`config.mk`:
```
export PLATFORM = sky130hd
export DESIGN_NAME = serial_addsub
export DESIGN_NICKNAME = d
export VERILOG_FILES = /design/src/rtl/addsub_pkg.sv /design/src/rtl/fa_cell.sv /design/src/rtl/halfadder.sv /design/src/rtl/serial_addsub.sv
export SDC_FILE = /design/constraint.sdc
export NUM_CORES = 1
export LEC_CHECK = 0
export CORE_MARGIN = 3
export CORE_UTILIZATION = 44
export CTS_CLUSTER_DIAMETER = 200
export CTS_CLUSTER_SIZE = 30
export DETAILED_ROUTE_END_ITERATION = 12
export PLACE_DENSITY = 0.74
export SLEW_MARGIN = 20
export SYNTH_ARGS = -nofsm -noshare
export SYNTH_HDL_FRONTEND = slang
export SYNTH_HIERARCHICAL = 1
export SYNTH_SLANG_ARGS = --single-unit
export TNS_END_PERCENT = 50
```
`constraint.sdc`:
```
create_clock -name clk -period 1.34 [get_ports clk]
set_input_delay 0.201 -clock clk [delete_from_list [all_inputs] [get_ports clk]]
set_output_delay 0.201 -clock clk [all_outputs]
set_load 0.005 [all_outputs]
```
`src/rtl/addsub_pkg.sv`:
```
// Shared definitions for the bit-serial adder/subtractor.
// State encoding, op-select constants and default width.
package addsub_pkg;

  typedef enum logic [1:0] {
    IDLE  = 2'd0,
    SHIFT = 2'd1,
    DONE  = 2'd2
  } state_t;

  localparam logic OP_ADD = 1'b0;
  localparam logic OP_SUB = 1'b1;

  localparam int DEFAULT_WIDTH = 8;

endpackage

```
`src/rtl/fa_cell.sv`:
```
// Combinational full adder from two half-adders.
// The two partial carries are mutually exclusive, so an OR merges them.
module fa_cell (
  input  logic a,
  input  logic b,
  input  logic cin,
  output logic s,
  output logic cout
);

  logic w_s0;
  logic w_c0;
  logic w_c1;

  halfadder u_ha0 (
    .a (a),
    .b (b),
    .s (w_s0),
    .c (w_c0)
  );

  halfadder u_ha1 (
    .a (w_s0),
    .b (cin),
    .s (s),
    .c (w_c1)
  );

  assign cout = w_c0 | w_c1;

endmodule

```
`src/rtl/halfadder.sv`:
```
// Half-adder cell: sum and carry of two bits.
// Building block for the full-adder used by the serial datapath.
module halfadder (
  input  logic a,
  input  logic b,
  output logic s,
  output logic c
);

  assign s = a ^ b;
  assign c = a & b;

endmodule

```
`src/rtl/serial_addsub.sv`:
```
// Bit-serial adder/subtractor, LSB-first, one full-adder per cycle.
// Subtraction is a + ~b + 1, with the +1 preloaded as the carry.
module serial_addsub
  import addsub_pkg::*;
#(
  parameter int WIDTH = DEFAULT_WIDTH
) (
  input  logic             clk,
  input  logic             rst,
  input  logic             in_valid,
  output logic             in_ready,
  input  logic [WIDTH-1:0] a,
  input  logic [WIDTH-1:0] b,
  input  logic             sub,
  output logic             out_valid,
  input  logic             out_ready,
  output logic [WIDTH-1:0] result,
  output logic             carry_out,
  output logic             overflow,
  output logic             busy
);

  localparam int CW = $clog2(WIDTH);
  localparam logic [CW-1:0] LAST = CW'(WIDTH - 1);

  state_t           r_state;
  logic [WIDTH-1:0] r_opa;
  logic [WIDTH-1:0] r_opb;
  logic [WIDTH-1:0] r_result;
  logic [CW-1:0]    r_count;
  logic             r_carry;
  logic             r_carry_out;
  logic             r_overflow;
  logic             r_out_valid;
  logic             r_in_ready;
  logic             r_busy;

  logic w_sum;
  logic w_cout;

  fa_cell u_fa (
    .a    (r_opa[0]),
    .b    (r_opb[0]),
    .cin  (r_carry),
    .s    (w_sum),
    .cout (w_cout)
  );

  // Control FSM and serial datapath with registered handshake outputs
  always_ff @(posedge clk) begin
    if (rst) begin
      r_state     <= IDLE;
      r_opa       <= '0;
      r_opb       <= '0;
      r_result    <= '0;
      r_count     <= '0;
      r_carry     <= 1'b0;
      r_carry_out <= 1'b0;
      r_overflow  <= 1'b0;
      r_out_valid <= 1'b0;
      r_in_ready  <= 1'b1;
      r_busy      <= 1'b0;
    end else begin
      unique case (r_state)
        IDLE: begin
          if (in_valid) begin
            r_opa       <= a;
            r_opb       <= (sub == OP_SUB) ? ~b : b;
            r_carry     <= sub;
            r_count     <= '0;
            r_result    <= '0;
            r_carry_out <= 1'b0;
            r_overflow  <= 1'b0;
            r_in_ready  <= 1'b0;
            r_busy      <= 1'b1;
            r_state     <= SHIFT;
          end
        end
        SHIFT: begin
          r_carry  <= w_cout;
          r_opa    <= r_opa >> 1;
          r_opb    <= r_opb >> 1;
          r_result <= {w_sum, r_result[WIDTH-1:1]};
          r_count  <= r_count + 1'b1;
          if (r_count == LAST) begin
            // r_carry is the carry into the MSB here
            r_overflow  <= r_carry ^ w_cout;
            r_carry_out <= w_cout;
            r_out_valid <= 1'b1;
            r_state     <= DONE;
          end
        end
        DONE: begin
          if (out_ready) begin
            r_out_valid <= 1'b0;
            r_busy      <= 1'b0;
            r_in_ready  <= 1'b1;
            r_state     <= IDLE;
          end
        end
        default: begin
          r_out_valid <= 1'b0;
          r_busy      <= 1'b0;
          r_in_ready  <= 1'b1;
          r_state     <= IDLE;
        end
      endcase
    end
  end

  assign in_ready  = r_in_ready;
  assign out_valid = r_out_valid;
  assign result    = r_result;
  assign carry_out = r_carry_out;
  assign overflow  = r_overflow;
  assign busy      = r_busy;

endmodule

```
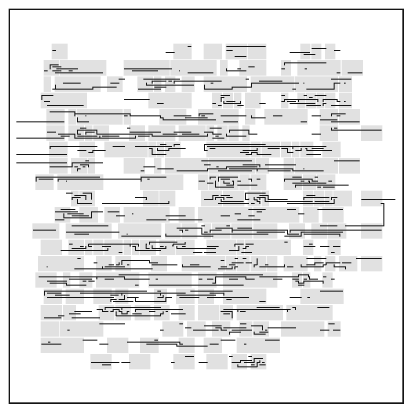
met1.png
Drawn at 6 px/µm.
The layer carries 1420 µm of wire. The longest straight run is 23.9 µm. The wires run mostly horizontal. The layer holds 39% of the routed length. 214 nets have wire on it.
Vias: 1368
met1 Use GR: 0.209
Post-Route WL: 3.62 mm

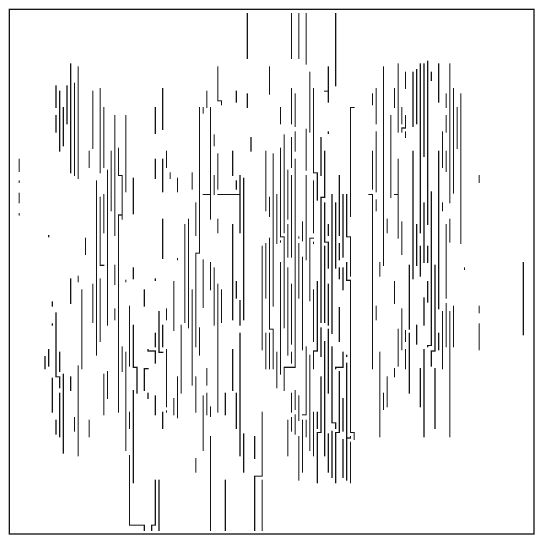
met2.png
Drawn at 8 px/µm.
The wires run mostly vertical. The layer carries 1910 µm of wire. 207 nets have wire on it. The layer holds 53% of the routed length. The longest straight run is 26.0 µm.
met2 GRT Util: 0.341

registers in the layout (all words and copies together) (netlist names):
signal and flops:
r_opa 8, r_opb 8, result 8, r_count 3, r_state 2, busy 1
carry_out 1, in_ready 1, out_valid 1, overflow 1, r_carry 1
per-layer routing:
metal,track usage,vias to the layer above,wire length [µm]
met3,0.0581,4,249
met2,0.341,42,1910
met1,0.209,635,1420
li1,-,687,-
met4,0.0622,0,40
met5,0,-,0
area by class of cell:
type                            count  area (µm²)  share of cell area
Multi-Input combinational cell    120         825               0.390
Clock inverter                      3        15.0             0.00710
Clock buffer                        5        37.5              0.0178
Sequential cell                    35         719               0.340
Inverter                            1        3.75             0.00178
Timing Repair Buffer               49         458               0.217
Tap cell                           44        55.1              0.0261
cell families after synthesis:
logic type / Yosys count / share of synthesized area
AOI/OAI and AO/OA: 45 / 0.193
xor gates and xnor gates: 9 / 0.0508
adders and majority gates: 4 / 0.0322
buffers and inverters: 15 / 0.0508
DFF: 35 / 0.451
muxes: 2 / 0.0129
and+or+nand+nor: 60 / 0.209
layout by cell type, fill, tap and decap left out, types with 3 or more instances in the layout:
cell,n
buf_4,14
nand2_1,4
a21oi_1,11
nor2_1,23
clkbuf_4,5
dfxtp_2,15
clkinv_2,3
or3b_1,6
a22oi_1,19
dfxtp_1,20
o22ai_1,7
nor3_1,9
xnor2_1,7
clkdlybuf4s50_1,20
nand2b_1,7
dlygate4sd2_1,11
critical path: stages (launching register included):
cell	delay (ns)
dfxtp_2	0.35
ha_4	0.24
ha_4	0.15
or2_4	0.24
xor2_1	0.17
nand4b_1	0.11
a21oi_1	0.13
how the worst min path moves through the flow:
stage                    from        end
floorplan                a[7]   r_opa[7]
global placement    out_valid  out_valid
CTS                 out_valid  out_valid
finish              out_valid  out_valid
global route        out_valid  out_valid
detailed placement  out_valid  out_valid
==> results.cfg <==
; yosys + openroad results
[outcome]
status = complete, but fails checks
violations = negative setup slack

[timing]
fmax_mhz = 688
slew_headroom = 0.807
finalHoldViolCount = 0
layout_min_cycle_time_ns = 1.45
final_max_slew_viol_count = 0
finalCritPeriodShare = 1.09
fin_setup_tns_ns = -0.189
whs_ns = 0.462
worst_pin_slew_ns = 0.286
rsz0062_at_grt = true
skew_ns = 0.00996
worst_slack_ns = -0.114
setup_violations = 2

[layout]
design_area_um2 = 2110
utilization = 0.660
num-nets-final = 237
instances_no_fill = 257
n_antenna_cell = 0
area_growth_syn_to_layout_pct = 36.1
layout-drive-gt1-share = 0.239
fillers = 311

[critical_path]
worstSetupStartpoint = r_opb[0]
reg2reg_to = overflow
cp-endpoint = overflow
r2r_cells = 6
r2r_setup_slack_ns = -0.11
path_class = flip-flop to flip-flop
endpoint_kind = flip-flop
critPathMaxFanout = 3
rr_startpoint = r_opb[0]
critPathArrivalTime_ns = 1.72
worstPathRequired_ns = 1.61

[synth]
synth.area.top_cells = dfxtp_1 (45%), a22oi_1 (9.2%), nor2_1 (5.6%)
ys_cells = 170
netlist_instances = 170
yosysMostFrequentCell = dfxtp_1
ys.flop_type = dfxtp_1
synth.distinct_cells = 31
numSynthFlops = 35
postSynthSeqShare = 0.451
synth-warning-count = 6
edf_count = 0
avgSynthCellArea_um2 = 9.13
synthesis.nets = 195
yosys_area_um2 = 1550
yosysTopAreaCellShare = 0.451
syn_area_um2 = 1550
common_cells = dfxtp_1 (35), nor2_1 (23), a22oi_1 (19)
ys_async_sr_fraction = 0

[clock_tree]
cts_tree = built
clock_sinks = 35
cts_buffer_depth = 2
postCtsSetupBuffers = 3
cts_hold_buf = 0
htreeDepth = 2
worstSkewPairLatency_ns = 0.34
root_buffer = clkbuf_4
cts_resized = 26
clk_pin_slew_ns = 0.10
cts_buffers = 5

[detailed_routing]
drtIter0Drc = 71
avgViaCountPerCell = 5.32
drt_pre_antenna_iters = 4
drc = 0
post_drt_wl_per_cell_um = 14.1
antenna_left = 0

[place]
io_buffers = 33
dpl_cell_area_um2 = 1990
dpl.hpwl_mm = 2.60
place_ws_ns = -0.265
place_inst = 246
gp_congestion = 0.711

[pwr]
comb-power_uw = 377
powerSeq_mw = 1.14
cellLeakagePower_nw = 0.879
power_leader = registers
p_int_mw = 1.50
ir_drop_mv = 0.726
powerDensity_nw_per_um2 = 971
swShare = 0.267
pwr-share-seq = 0.554
switchingPower_uw = 547
p_clk_frac = 0.262
comb_power_share = 0.184
clock_power_uw = 538
total_power_mw = 2.05

[die]
fp_util = 0.485
rows = 20
coreArea_um2 = 3200
die_y_um = 65.4
ios = 34
chipArea_um2 = 4280
die_x_um = 65.4

[global_route]
grt_pass1_vias = 1421
grt_pass1_wl_mm = 6.26
antenna_found_initial = 0
overflow = 0
grt_max_degree = 23
grt.total_usage = 0.189

[hold_path]
holdPathStages = 2
hp-class = flip-flop to flip-flop

[run]
warnings = 29
cap_violations = 0
Power figures rest on the tool's default switching activity, not on a simulated workload.
